===== config.mk =====
export PLATFORM = sky130hd
export DESIGN_NAME = adder_tree_sched_flat
export DESIGN_NICKNAME = d
export VERILOG_FILES = /design/src/rtl/adder_tree_sched_if.sv /design/src/rtl/adder_tree_sched.sv /design/src/flat_wrapper.sv
export SDC_FILE = /design/constraint.sdc
export NUM_CORES = 1
export LEC_CHECK = 0
export CAP_MARGIN = 15
export CORE_AREA = 2 2 191 193
export CTS_CLUSTER_SIZE = 12
export DETAILED_ROUTE_END_ITERATION = 8
export DIE_AREA = 0 0 193 195
export RECOVER_POWER = 50
export SETUP_SLACK_MARGIN = 0.3
export SYNTH_ARGS = -nofsm -noshare
export SYNTH_HDL_FRONTEND = slang
export SYNTH_SLANG_ARGS = --single-unit

===== constraint.sdc =====
create_clock -name clk -period 7.5 [get_ports clk]
set_input_delay 1.125 -clock clk [delete_from_list [all_inputs] [get_ports clk]]
set_output_delay 1.125 -clock clk [all_outputs]
set_load 0.05 [all_outputs]

===== src/rtl/adder_tree_sched_if.sv =====
// Stream bundle for adder_tree_sched.
//   in_*  : window beat stream (producer -> block), valid/ready.
//   out_* : requantized pixel stream (block -> consumer), valid/ready.
// Modports: master = producer/consumer side (testbench), slave = the block.
interface adder_tree_sched_if #(
  parameter int unsigned NINPUTS = 27,
  parameter int unsigned IWIDTH  = 8,
  parameter int unsigned AWIDTH  = 24,
  parameter int unsigned OWIDTH  = 8
);
  logic                          in_valid;
  logic                          in_ready;
  logic [NINPUTS*IWIDTH-1:0]     in_d;
  logic signed [AWIDTH-1:0]      in_bias;
  logic                          out_valid;
  logic                          out_ready;
  logic signed [OWIDTH-1:0]      out_q;
  logic                          out_sat;

  modport master (
    output in_valid, in_d, in_bias, out_ready,
    input  in_ready, out_valid, out_q, out_sat
  );

  modport slave (
    input  in_valid, in_d, in_bias, out_ready,
    output in_ready, out_valid, out_q, out_sat
  );
endinterface


===== src/rtl/adder_tree_sched.sv =====
// Sequencer for an external 27-input combinational adder tree.
// Accepts NCH window beats per output pixel, presents each beat to the tree from a register
// stage, accumulates tree sums on top of a per-pixel bias, then rounds, shifts and saturates
// the total and offers it on an output valid/ready stream.
// Ports:
//   clk, rst : clock, synchronous active-high reset
//   bus      : slave side of adder_tree_sched_if (in_* beat stream, out_* result stream)
//   tree_d   : registered tree inputs (NINPUTS x IWIDTH, element i at bits [i*IWIDTH +: IWIDTH])
//   tree_q   : combinational tree sum of tree_d
//   busy     : high whenever the FSM is not idle
module adder_tree_sched #(
  parameter int unsigned NINPUTS = 27,
  parameter int unsigned IWIDTH  = 8,
  parameter int unsigned TWIDTH  = 18,
  parameter int unsigned NCH     = 16,
  parameter int unsigned AWIDTH  = 24,
  parameter int unsigned SHIFT   = 8,
  parameter int unsigned OWIDTH  = 8
) (
  input  logic                      clk,
  input  logic                      rst,
  adder_tree_sched_if.slave         bus,
  output logic [NINPUTS*IWIDTH-1:0] tree_d,
  input  logic signed [TWIDTH-1:0]  tree_q,
  output logic                      busy
);

  localparam int unsigned CntW = (NCH > 1) ? $clog2(NCH) : 1;
  // One guard bit so the rounding add cannot wrap.
  localparam int unsigned RW   = AWIDTH + 1;

  localparam logic signed [RW-1:0] Half = RW'(1) <<< (SHIFT - 1);
  localparam logic signed [RW-1:0] OMax = RW'((1 << (OWIDTH - 1)) - 1);
  localparam logic signed [RW-1:0] OMin = RW'(-(1 << (OWIDTH - 1)));

  typedef enum logic [1:0] {StIdle, StAccum, StDrain, StOut} state_e;

  state_e                    state_q;
  logic [CntW-1:0]           ch_cnt_q;
  logic signed [AWIDTH-1:0]  acc_q;
  logic                      tv_q;   // tree_d holds a beat not yet folded into acc_q
  logic [NINPUTS*IWIDTH-1:0] tree_d_q;
  logic signed [OWIDTH-1:0]  out_q_q;
  logic                      out_sat_q;
  logic                      out_valid_q;

  logic                      accept;
  logic                      last_beat;
  logic signed [AWIDTH-1:0]  tree_ext;
  logic signed [AWIDTH-1:0]  sum;
  logic signed [RW-1:0]      sum_w;
  logic signed [RW-1:0]      rnd;
  logic signed [RW-1:0]      shifted;
  logic                      sat_hi;
  logic                      sat_lo;
  logic signed [OWIDTH-1:0]  clip;

  assign bus.in_ready  = ((state_q == StIdle) || (state_q == StAccum)) && !rst;
  assign accept        = bus.in_valid && bus.in_ready;
  assign last_beat     = (ch_cnt_q == CntW'(NCH - 1));
  assign tree_ext      = {{(AWIDTH - TWIDTH){tree_q[TWIDTH-1]}}, tree_q};

  assign tree_d        = tree_d_q;
  assign bus.out_q     = out_q_q;
  assign bus.out_sat   = out_sat_q;
  assign bus.out_valid = out_valid_q;
  assign busy          = (state_q != StIdle);

  // Requantize the final sum: the last beat's tree output is still combinational in DRAIN.
  always_comb begin
    sum     = acc_q + tree_ext;
    sum_w   = {sum[AWIDTH-1], sum};
    rnd     = sum_w + Half;
    shifted = rnd >>> SHIFT;
    sat_hi  = (shifted > OMax);
    sat_lo  = (shifted < OMin);
    if (sat_hi) begin
      clip = OMax[OWIDTH-1:0];
    end else if (sat_lo) begin
      clip = OMin[OWIDTH-1:0];
    end else begin
      clip = shifted[OWIDTH-1:0];
    end
  end

  always_ff @(posedge clk) begin
    if (rst) begin
      state_q     <= StIdle;
      ch_cnt_q    <= '0;
      acc_q       <= '0;
      tv_q        <= 1'b0;
      tree_d_q    <= '0;
      out_q_q     <= '0;
      out_sat_q   <= 1'b0;
      out_valid_q <= 1'b0;
    end else begin
      if (accept) begin
        tree_d_q <= bus.in_d;
        tv_q     <= 1'b1;
        ch_cnt_q <= last_beat ? '0 : ch_cnt_q + CntW'(1);
      end else begin
        tv_q     <= 1'b0;
      end

      // The first beat's tree sum lands one cycle later, so loading the bias here is safe.
      if (accept && (ch_cnt_q == '0)) begin
        acc_q <= bus.in_bias;
      end else if (tv_q) begin
        acc_q <= acc_q + tree_ext;
      end

      case (state_q)
        StIdle, StAccum: begin
          if (accept) begin
            state_q <= last_beat ? StDrain : StAccum;
          end
        end
        StDrain: begin
          out_q_q     <= clip;
          out_sat_q   <= sat_hi || sat_lo;
          out_valid_q <= 1'b1;
          state_q     <= StOut;
        end
        StOut: begin
          if (bus.out_ready) begin
            out_valid_q <= 1'b0;
            state_q     <= StIdle;
          end
        end
        default: state_q <= StIdle;
      endcase
    end
  end

endmodule

===== src/flat_wrapper.sv =====
// flat-port wrapper written by rule: the top's interface ports become plain ports
module adder_tree_sched_flat 
#(
  parameter int unsigned NINPUTS = 27,
  parameter int unsigned IWIDTH  = 8,
  parameter int unsigned TWIDTH  = 18,
  parameter int unsigned NCH     = 16,
  parameter int unsigned AWIDTH  = 24,
  parameter int unsigned SHIFT   = 8,
  parameter int unsigned OWIDTH  = 8
)
  (clk, rst, tree_d, tree_q, busy, bus_in_valid, bus_in_d, bus_in_bias, bus_out_ready, bus_in_ready, bus_out_valid, bus_out_q, bus_out_sat);
  adder_tree_sched_if #(.NINPUTS(NINPUTS), .IWIDTH(IWIDTH), .AWIDTH(AWIDTH), .OWIDTH(OWIDTH)) bus_i ();
  input  logic clk;
  input  logic rst;
  output logic [NINPUTS*IWIDTH-1:0] tree_d;
  input  logic signed [TWIDTH-1:0] tree_q;
  output logic busy;
  input wire logic [$bits(bus_i.in_valid)-1:0] bus_in_valid;
  input wire logic [$bits(bus_i.in_d)-1:0] bus_in_d;
  input wire logic [$bits(bus_i.in_bias)-1:0] bus_in_bias;
  input wire logic [$bits(bus_i.out_ready)-1:0] bus_out_ready;
  output wire logic [$bits(bus_i.in_ready)-1:0] bus_in_ready;
  output wire logic [$bits(bus_i.out_valid)-1:0] bus_out_valid;
  output wire logic [$bits(bus_i.out_q)-1:0] bus_out_q;
  output wire logic [$bits(bus_i.out_sat)-1:0] bus_out_sat;
  assign bus_i.in_valid = bus_in_valid;
  assign bus_i.in_d = bus_in_d;
  assign bus_i.in_bias = bus_in_bias;
  assign bus_i.out_ready = bus_out_ready;
  assign bus_in_ready = bus_i.in_ready;
  assign bus_out_valid = bus_i.out_valid;
  assign bus_out_q = bus_i.out_q;
  assign bus_out_sat = bus_i.out_sat;
  adder_tree_sched #(.NINPUTS(NINPUTS), .IWIDTH(IWIDTH), .TWIDTH(TWIDTH), .NCH(NCH), .AWIDTH(AWIDTH), .SHIFT(SHIFT), .OWIDTH(OWIDTH)) u_core (.clk(clk), .rst(rst), .bus(bus_i), .tree_d(tree_d), .tree_q(tree_q), .busy(busy));
endmodule

**Selected gate families**

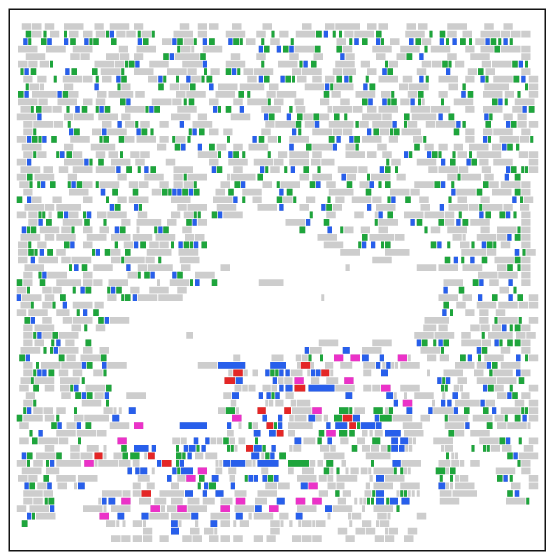
legend:
  magenta:
    family: mux cells
    cells: 25
  green:
    family: nand cells
    cells: 499
    where: all over the die
  red:
    family: non-inverting ao/oa cells
    cells: 16
    where: bottom centre
  blue:
    family: aoi and oai cells
    cells: 328
    where: all over the die

**Routed metal, one colour a layer**

Two of the layers only.
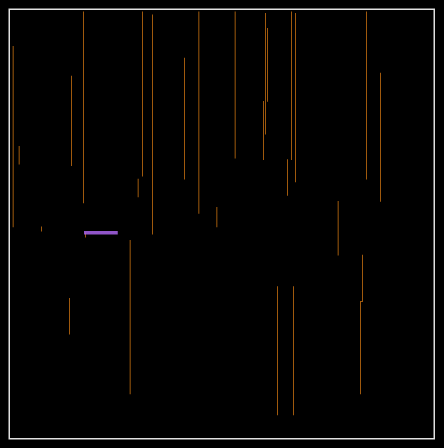
legend:
  orange:
    layer: M4
    wire_length: 1,330 um
  purple:
    layer: M5
    wire_length: 13.8 um

**Metal 4**

Scale bar: 50 um.
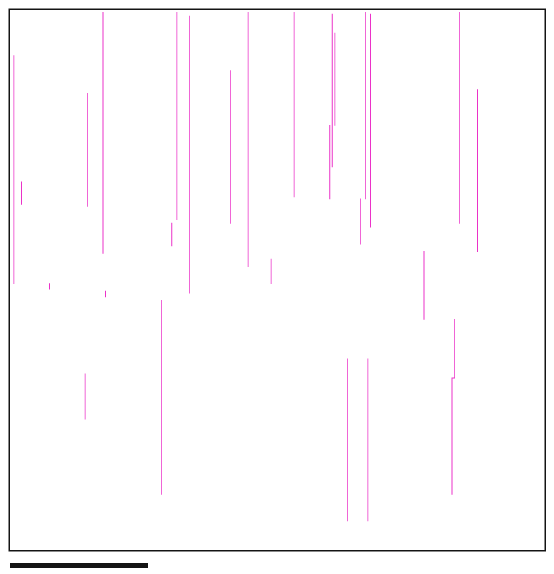
share of all routed wire: 3.1%
longest straight run: 100 um

**Sequential cells coloured by netlist name**

Scale bar: 50 um.
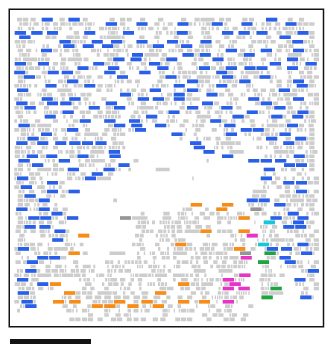
legend:
  orange:
    name_in_the_netlist: u_core.acc_q
    placed_flops: 24
  green:
    name_in_the_netlist: u_core.ch_cnt_q
    placed_flops: 4
    where: lower right
  blue:
    name_in_the_netlist: u_core.tree_d
    placed_flops: 216
  magenta:
    name_in_the_netlist: u_core.bus.out_q
    placed_flops: 8
    where: lower right
  cyan:
    name_in_the_netlist: u_core.state_q
    placed_flops: 2
not coloured: 3

[flip-flops by register name, summed over array words and instances, names as in the netlist]
| register | cells |
|---|---|
| u_core.bus.out_valid | 1 |
| u_core.acc_q | 24 |
| u_core.bus.out_sat | 1 |
| u_core.tree_d | 216 |
| u_core.tv_q | 1 |
| u_core.state_q | 2 |
| u_core.ch_cnt_q | 4 |
| u_core.bus.out_q | 8 |
[per-layer routing]
metal / part of all wire [%] / vias up / GRT usage, %
li1: - / 5594 / -
met1: 41 / 4910 / 25.9
met2: 48 / 365 / 37.3
met3: 8.2 / 63 / 6.20
met4: 3.1 / 2 / 7.41
met5: 0.030 / - / 0
[how the worst max path moves through the flow]
stage,to,slack (ns),depth (start not counted)
after floorplan,u_core.bus.out_q[6],2.69,18
after global placement,u_core.bus.out_q[6],1.71,19
after detailed placement,u_core.bus.out_q[6],1.62,19
after CTS,u_core.bus.out_q[6],2.19,19
after global routing,u_core.bus.out_q[0],1.35,5
final,u_core.bus.out_q[0],2.01,5
[cell usage in the layout (no fill, tap or decap), drive strengths merged, types with 16 or more instances in the layout]
cell type	Yosys	final
mux2i	25	25
dfxtp	257	257
xnor2	16	16
ha	26	26
dlygate4sd3	0	196
nand2b	220	220
o21ai	239	239
a21oi	33	33
nand2	253	253
nor2	68	68
a211oi	25	25
clkdlybuf4s50	0	292
clkbuf	83	50
[tightest hold or removal path, delay by kind of cell (launching register included)]
kind	cells	cell delay, ns
AOI/OAI and AO/OA	1	0.06
DFF	1	0.30
and+or+nand+nor	1	0.06
[metrics by stage]
step                worst slack, ns  utilization [%]  hold WS, ns  total power [mW]
floorplan                      2.69                -        0.476              2.26
global placement               1.71             47.5        0.458              2.69
detailed placement             1.62             47.5        0.464              2.70
CTS                            2.19             50.1        0.475              4.11
global route                   1.35             50.1        0.490              4.22
finish                         2.01             50.1        0.468              4.05
[kinds of logic (layout without fill, tap and decap cells)]
family | Yosys count | in the layout | share of synthesized area (%)
AOI/OAI and AO/OA | 344 | 344 | 17.8
xor gates and xnor gates | 28 | 28 | 2.11
adders and majority gates | 27 | 27 | 2.97
buffers and inverters | 100 | 557 | 3.30
DFF | 257 | 257 | 44.2
muxes | 25 | 25 | 2.15
other | 0 | 5 | 0
and+or+nand+nor | 619 | 619 | 27.4
[cell type report]
class	instances	area share (%)
well taps	461	3.25
clock inverters	5	0.155
clock buffers	47	5.10
flip-flops and latches	257	29.0
inverters	11	0.233
multi-input cells	1043	34.4
repair buffers	494	27.8
diodes	5	0.0705
[power by group through the flow]
stage               Clock, mW  Combinational (mW)  Sequential, mW
finish                   1.40                1.13            1.52
global route             1.49                1.20            1.53
CTS                      1.44                1.15            1.52
detailed placement          0                1.15            1.55
global placement            0                1.14            1.55
floorplan                   0               0.428            1.83
==> GITHUB_STEP_SUMMARY <==
## Synthesis and layout report

| Metric | Value |
|---|---|
| Post-CTS setup buffers | `0` |
| CP top delay family | `buffers and inverters` |
| Worst hold endpoint | `u_core.tree_d[102]` |
| Number of port buffers | `between 400 and 500` |
| Critical Path Start Type | `input port` |
| Synthesized chip area reported by yosys | `0.0116 mm2` |
| Share of synthesized registers carrying an async set or reset | `0%` |
| Clock Sinks | `between 200 and 300` |
| Critical Path Most Common Cell | `clkbuf_1` |
| CTS Buf Count | `30` |
| Drt pass-1 iters | `5` |
| Chip width | `193 um` |
| DRC Markers | `0` |
| Largest net degree at the start of global routing | `roughly 260` |
| GPL Wtd Cong | `~0.89` |
| Status | `finished with violations` |
| Clock power share | `34.6%` |
| Logic gate share of total power | `27.9%` |
| Crit-path cells | `clkbuf_1 -> clkbuf_1 -> nor2_1 -> o211ai_1 -> o22ai_1` |
| RSZ-0062 raised after global routing | `false` |
| Worst hold path depth | `2` |
| Final std cells w/o fill | `roughly 2,300` |
| DRT Wirelength | `~43,000 um` |
| Yosys cell count | `between 1,000 and 1,500` |
| Net Sw Power | `~1.3 mW` |
| Area of the mapped netlist | `around 0.012 mm2` |
| Cts repair resizes | `0` |
| R2r setup slk | `~2.8 ns` |
| MaxCap Viol Count | `3` |
| Ys Warns | `0` |
| Critical path required time | `slightly below 8 ns` |
| VDD IR max | `194 uV` |
| Clk slew on worst S/H paths | `approximately 0.06 ns` |
| Die area | `0.0376 mm2` |
| Fmax | `between 150 and 200 MHz` |
| Global Route Usage Sum | `between 20% and 30%` |
| Initial antenna violation count | `6` |
| Critical path class | `input port to flop` |
| Clk_skew | `roughly 0.010 ns` |
| Congestion Overflow GR | `0` |
| Power Density | `between 200 and 250 mW/mm2` |
| Seq/Total Area, Yosys | `44.2%` |
| Row Count | `slightly below 70` |
| Distinct lib cells used | `76` |
| HPWL Detailed | `roughly 32,000 um` |
| Least-Margin Pin Slew | `a little over 3 ns` |
| Core Box Area | `0.0354 mm2` |
| Setup_tns | `0 ns` |
| Hold_sp | `u_core.tree_d[102]` |
| Via Count | `about 11,000` |
| Syn avg cell area | `between 8 and 9 um2` |
| Detailed Route Iter0 Violations | `a little over 600` |
| Flop pwr share | `between 30% and 40%` |
| Post-layout minimum cycle time | `roughly 5.5 ns` |
| Area after DPL | `between 0.015 and 0.02 mm2` |
| Max Root-Sink Buffers | `3` |
| Latency at later pin | `about 0.56 ns` |
| Routed len/inst | `approximately 18 um` |
| R2R Path End | `u_core.bus.out_q[6]` |
| CTS tree | `yes` |
| Switching share of power | `between 30% and 40%` |
| Hold Vio Cnt, Final | `0` |
| Ports | `between 400 and 500` |
| Data arrival, critical path | `5.91 ns` |
| Cells after DPL | `approximately 2,300` |
| Mapped Nets | `about 1,700` |
| FILL cells | `3,402` |
| Tool Warnings | `31` |
| Max incr delay on CP | `roughly 2.3 ns` |
| R2r startpoint | `u_core.acc_q[0]` |
| CP Buf/Inv Count | `2` |
| Share of layout cells above drive strength 1 | `between 5 and 6%` |
| Final Instance Area | `about 0.018 mm2` |
| Max Slew Vio Count | `262` |
| Syn Inst Count | `about 1,400` |
| Top cell area share | `around 44%` |
| Synth flops | `approximately 260` |
| Comb gate area | `between 0.006 and 0.007 mm2` |
| Sequential standard cell area | `approximately 0.0051 mm2` |
| Die height | `between 150 and 200 um` |
| Biggest area cells | `dfxtp_1 44%, nand2b_1 12%, o21ai_0 10%, nand2_1 8.2%, ha_1 2.8%` |
| Slew Limit Headroom | `-102%` |
| Crit-path slowest cell | `clkbuf_1` |
| ANT nets after route | `0` |
| Failing checks | `max-capacitance violations, max-slew violations` |
Power figures rest on the tool's default switching activity, not on a simulated workload.
